### config.mk
export PLATFORM = sky130hd
export DESIGN_NAME = keypad_matrix_scanner
export DESIGN_NICKNAME = d
export VERILOG_FILES = /design/src/rtl/keypad_matrix_scanner.sv
export SDC_FILE = /design/constraint.sdc
export NUM_CORES = 1
export LEC_CHECK = 0
export ABC_AREA = 1
export CORE_ASPECT_RATIO = 0.9
export CORE_UTILIZATION = 61
export CTS_CLUSTER_SIZE = 8
export DETAILED_ROUTE_END_ITERATION = 8
export HOLD_SLACK_MARGIN = 0.08
export PLACE_DENSITY = 0.83
export SLEW_MARGIN = 20
export SYNTH_ARGS = -nofsm -noshare
export SYNTH_HDL_FRONTEND = slang
export SYNTH_SLANG_ARGS = --single-unit
### constraint.sdc
create_clock -name clk -period 4.1 [get_ports clk]
set_input_delay 1.025 -clock clk [delete_from_list [all_inputs] [get_ports clk]]
set_output_delay 1.025 -clock clk [all_outputs]
set_load 0.1 [all_outputs]
### src/rtl/keypad_matrix_scanner.sv
// 4x4 key matrix scanner: walks a single low row across the matrix, samples the
// synchronized columns on each divider tick, debounces press and release, and
// reports the accepted key as a hex code with a one-clock valid strobe.
module keypad_matrix_scanner #(
    parameter int unsigned DIV_BITS = 16,
    parameter int unsigned DEBOUNCE = 3
) (
    input  logic       clk,
    input  logic       reset_n,
    input  logic [3:0] key_col,
    output logic [3:0] key_row,
    output logic [3:0] key_value,
    output logic       key_valid,
    output logic       key_pressed
);

    localparam int unsigned    CntW   = $clog2(DEBOUNCE + 1);
    localparam logic [CntW-1:0] CntMax = CntW'(DEBOUNCE);

    localparam logic [1:0] StScan     = 2'd0;
    localparam logic [1:0] StDebounce = 2'd1;
    localparam logic [1:0] StHeld     = 2'd2;

    logic [3:0]          col_meta_q, col_s;
    logic [DIV_BITS-1:0] div_q;
    logic [1:0]          state_q, state_d;
    logic [CntW-1:0]     cnt_q, cnt_d, cnt_inc;
    logic [3:0]          row_q, row_d, row_rot;
    logic [3:0]          cand_q, cand_d;
    logic [3:0]          value_q, value_d;
    logic                valid_q, valid_d;
    logic                pressed_q, pressed_d;
    logic                tick;
    logic                col_any_low;
    logic [1:0]          col_idx;
    logic [1:0]          row_idx;

    assign tick        = &div_q;
    assign col_any_low = ~&col_s;
    assign row_rot     = {row_q[2:0], row_q[3]};
    assign cnt_inc     = cnt_q + CntW'(1);

    // Lowest-index low column wins when several keys share the driven row.
    always_comb begin
        col_idx = 2'd0;
        if (!col_s[0])      col_idx = 2'd0;
        else if (!col_s[1]) col_idx = 2'd1;
        else if (!col_s[2]) col_idx = 2'd2;
        else if (!col_s[3]) col_idx = 2'd3;
    end

    // Decode the position of the single low bit in the row drive.
    always_comb begin
        row_idx = 2'd0;
        case (row_q)
            4'b1110: row_idx = 2'd0;
            4'b1101: row_idx = 2'd1;
            4'b1011: row_idx = 2'd2;
            4'b0111: row_idx = 2'd3;
            default: row_idx = 2'd0;
        endcase
    end

    // Scan / debounce / held state machine; only advances on divider ticks.
    always_comb begin
        state_d   = state_q;
        cnt_d     = cnt_q;
        row_d     = row_q;
        cand_d    = cand_q;
        value_d   = value_q;
        valid_d   = 1'b0;
        pressed_d = pressed_q;
        if (tick) begin
            case (state_q)
                StScan: begin
                    if (!col_any_low) begin
                        row_d = row_rot;
                    end else begin
                        cand_d = {row_idx, col_idx};
                        if (DEBOUNCE == 1) begin
                            // A single stable sample is enough: accept on entry.
                            value_d   = {row_idx, col_idx};
                            valid_d   = 1'b1;
                            pressed_d = 1'b1;
                            cnt_d     = '0;
                            state_d   = StHeld;
                        end else begin
                            cnt_d   = CntW'(1);
                            state_d = StDebounce;
                        end
                    end
                end
                StDebounce: begin
                    if (col_any_low && (col_idx == cand_q[1:0])) begin
                        if (cnt_inc == CntMax) begin
                            value_d   = cand_q;
                            valid_d   = 1'b1;
                            pressed_d = 1'b1;
                            cnt_d     = '0;
                            state_d   = StHeld;
                        end else begin
                            cnt_d = cnt_inc;
                        end
                    end else begin
                        cnt_d   = '0;
                        row_d   = row_rot;
                        state_d = StScan;
                    end
                end
                StHeld: begin
                    if (!col_any_low) begin
                        if (cnt_inc == CntMax) begin
                            pressed_d = 1'b0;
                            cnt_d     = '0;
                            row_d     = row_rot;
                            state_d   = StScan;
                        end else begin
                            cnt_d = cnt_inc;
                        end
                    end else begin
                        // Any bounce back to low restarts the release count.
                        cnt_d = '0;
                    end
                end
                default: begin
                    cnt_d   = '0;
                    state_d = StScan;
                end
            endcase
        end
    end

    // Register the synchronizer, divider, FSM state and all outputs.
    always_ff @(posedge clk) begin
        if (!reset_n) begin
            col_meta_q <= 4'b1111;
            col_s      <= 4'b1111;
            div_q      <= '0;
            state_q    <= StScan;
            cnt_q      <= '0;
            row_q      <= 4'b1110;
            cand_q     <= 4'h0;
            value_q    <= 4'h0;
            valid_q    <= 1'b0;
            pressed_q  <= 1'b0;
        end else begin
            col_meta_q <= key_col;
            col_s      <= col_meta_q;
            div_q      <= div_q + DIV_BITS'(1);
            state_q    <= state_d;
            cnt_q      <= cnt_d;
            row_q      <= row_d;
            cand_q     <= cand_d;
            value_q    <= value_d;
            valid_q    <= valid_d;
            pressed_q  <= pressed_d;
        end
    end

    assign key_row     = row_q;
    assign key_value   = value_q;
    assign key_valid   = valid_q;
    assign key_pressed = pressed_q;

endmodule
==> run_results.csv <==
group,metric,value,unit
synth,synth_cells,266,
die,num_io_pins,16,
global_route,antenna_found_initial,0,
timing,rsz0062_at_grt,"no",
timing,tightest_slew,0.9764,ns
global_route,grt_max_degree,24,
synth,ys_seq_elements,42,
timing,min_period_over_period,72.07,%
power,seq_power_share,64.6,%
critical_path,rrSetupSlack,2.39,ns
hold_path,hold_path.class,"flip-flop to flip-flop",
critical_path,path_cells,"clkdlybuf4s50_1",
synth,async_flop_share,0,%
hold_path,hold_end,"col_s[2]",
power,leakagePower,0.9817,nW
critical_path,crit_path_end,"key_row[3]",
routing,drt_iter0_markers,49,
die,die_area,0.003432,mm2
clocking,cts_resized,0,
timing,relSlewSlack,34.70,%
critical_path,critical_path.startpoint,"key_row[3]",
power,power.internal,0.5047,mW
finish,n_antenna_cell,0,
routing,drt.antenna.violating_nets,0,
critical_path,crit_path_end_kind,"output pin",
clocking,tritoncts,"done",
synth,synthFlopType,"dfxtp_1",
critical_path,crit_type,"flip-flop to output pin",
job,warning_count,26,
power,vdd_ir_drop_max,0.2473,mV
routing,firstDrtPassIters,4,
synth,synth_area,0.001953,mm2
power,p_switching,0.1404,mW
critical_path,reg2reg_to,"key_value[1]",
die,rows,19,
critical_path,worstReg2RegStart,"div_q[0]",
critical_path,reg2reg_depth,11,
job,drv_cap,0,
timing,final.setup.tns,0,ns
synth,yosysCellCount,266,
clocking,cts_setup_buffers,0,
synth,avgSynthCellArea,7.343,um2
synth,ys_seq_share,43.05,%
critical_path,critical_path_required,3.07,ns
global_route,grt_pass1_vias,1502,
power,p_comb_share,5.3,%
synth,fp_nets,273,
clocking,cts_root_buffer,"clkbuf_4",
clocking,clock.latency.late_pin,0.34,ns
status,outcome,"finished, final reports clean",
critical_path,worst-path-stages,1,
hold_path,min-delay-start,"col_meta_q[2]",
die,fp_util,64.19,%
place,post_dp_cell_area,0.002147,mm2
finish,areaGrowthSynthToFinish,12.56,%
critical_path,critPathTopFamily,"buffers and inverters",
==> power groups by stage <==
| stage | combinational, mW | sequential [mW] | clock [mW] |
|---|---|---|---|
| after floorplan | 0.0244 | 0.425 | 0 |
| after global placement | 0.0335 | 0.426 | 0 |
| after detailed placement | 0.0343 | 0.426 | 0 |
| after CTS | 0.0343 | 0.417 | 0.200 |
| after global routing | 0.0392 | 0.418 | 0.217 |
| final | 0.0342 | 0.417 | 0.194 |
==> metal layers <==
layer  global-route usage [%]  up-vias  wire length, um
li1                         -      888                -
met1                    32.44      716             1757
met2                    35.02       39             1481
met3                    5.581       11              147
met4                    11.11        0               81
met5                        0        -                0
==> worst reg2reg max path: cells and delay by family, from the launching register on <==
kind                       cells  cell delay (ns)
and+or+nand+nor                9             0.99
adders and majority gates      1             0.20
DFF                            1             0.38
buffers and inverters          1             0.10
==> cells in the final DEF (no fill, tap or decap), types with 2 or more instances in the layout <==
master	netlist	layout
clkbuf_4	0	5
nand4_1	4	4
nand2_1	56	56
or2_2	9	9
inv_1	36	36
nand3_1	15	15
nor4_1	2	2
o211ai_2	2	2
nor2_4	4	4
nor2_2	3	3
nor3_1	6	6
clkdlybuf4s50_1	0	15
nand4_2	2	2
dfxtp_1	42	42
o21ai_1	2	2
nand2_4	2	2
a21oi_1	17	17
o21ai_0	10	10
nor2_1	35	35
nand2_2	3	3
==> per-stage QoR <==
| step | power (mW) | util (%) | setup WS (ns) | std cells |
|---|---|---|---|---|
| 2_1_floorplan | 0.4498 | - | 2.079 | 266 |
| 6_report | 0.6451 | 72.25 | 1.145 | 326 |
| 3_3_place_gp | 0.4595 | 70.56 | 1.536 | 320 |
| 5_1_grt | 0.6736 | 72.25 | 1.053 | 326 |
| 4_1_cts | 0.6513 | 72.25 | 1.136 | 326 |
| 3_5_place_dp | 0.4604 | 70.56 | 1.516 | 320 |
==> cells by family after synthesis <==
kind of cell,after synthesis,share of synthesized area [%]
AND/OR/NAND/NOR,146,37.48
flip-flops,42,43.05
buffers and inverters,41,8.007
AND-OR/OR-AND,35,10.38
XOR/XNOR,1,0.4485
adder cells (fa/ha/maj),1,0.6405
==> area by class of cell <==
cell class / instances / area [um2] / area share, %
timing repair buffer: 16 / 157.7 / 7.171
clock buffer: 6 / 51.30 / 2.334
tap: 42 / 52.55 / 2.390
sequential: 42 / 840.8 / 38.25
multi-input combinational: 183 / 955.9 / 43.48
inverter: 37 / 140.1 / 6.374
==> synthesized netlist by cell type (2+ instances only) <==
cell,number,share of area [%]
clkbuf_1,3,0.58
o21ai_1,2,0.51
nand4_2,2,1.3
nand2_4,2,1.2
nor3_1,6,1.5
o211ai_2,2,1.3
or2_2,9,2.9
nand3_1,15,3.8
dfxtp_1,42,43
nand2_1,56,11
nand4_1,4,1.3
nor2_2,3,0.96
o21ai_0,10,2.6
nor4_1,2,0.64
nor2_4,4,2.3
nand2_2,3,0.96
a21oi_1,17,4.4
inv_1,36,6.9
nor2_1,35,6.7
==> flip-flops by register name, indices dropped and copies added, names as in the netlist <==
signal	cells
div_q	16
cand_q	4
col_meta_q	4
col_s	4
key_row	4
key_value	4
cnt_q	2
state_q	2
key_pressed	1
key_valid	1
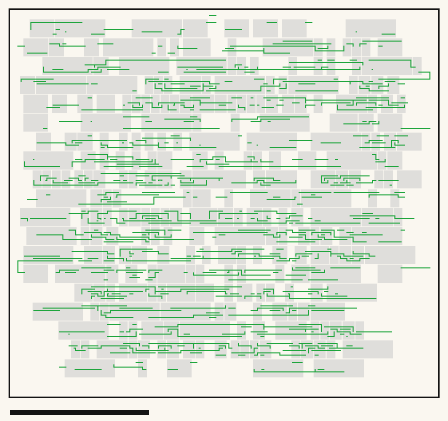
m1.png
Scale bar: 20 um. Cells faint in the background.
- wire length on this layer: 1760 um
- share of all routed wire: 51%
- longest straight run: 23.5 um
- main direction: horizontal
GR met1 Demand/Resource: 32.44%
via count: 1654
WL final: 3.468 mm

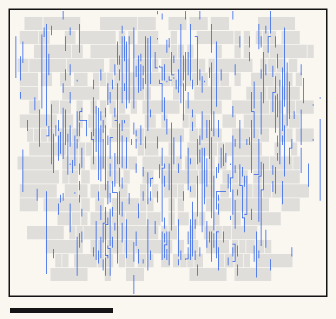
m2.png
Scale bar: 20 um. Cells faint in the background.
- longest straight run: 20.9 um
- wire length on this layer: 1480 um
- share of all routed wire: 43%
- nets with wire on the layer: 227
M2 GR Usage: 35.02%

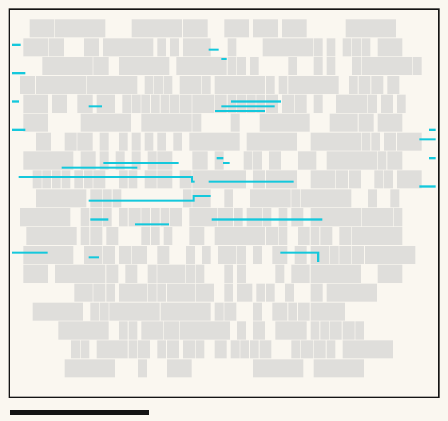
m3.png
Scale bar: 20 um. Cells faint in the background.
- share of all routed wire: 4.3%
- nets with wire on the layer: 19
- main direction: horizontal
GR Util met3: 5.581%

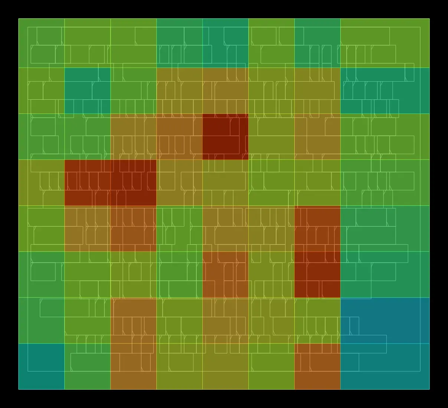
congestion_map.png
Overall Global Routing Usage: 23.79%
GRT busiest layer: met2
WL per Instance: 10.64 um
Final Util: 72.25%

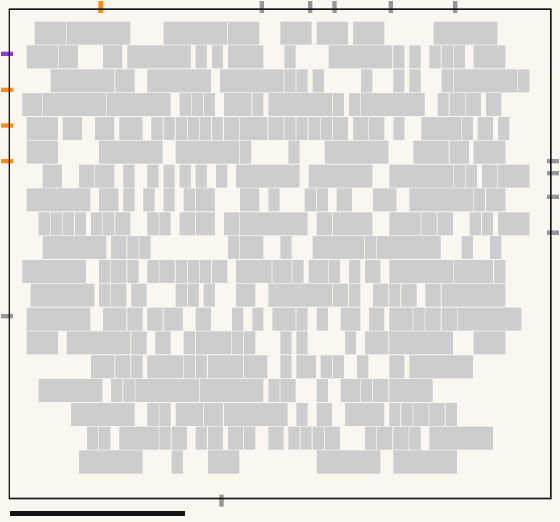
pinout.png
Scale bar: 20 um. Pins as bars across the die edge, other pins in gray.
- `key_col`: orange (pins 4; direction input; edge 3 left, 1 top)
- `clk`: purple (pins 1; direction input; edge left)
- all pins by edge: 6 top, 5 left, 4 right, 1 bottom
Die Wd: 61.65 um
PortBufs: 15
Die Ht: 55.68 um

Power and IR drop assume default switching activity.
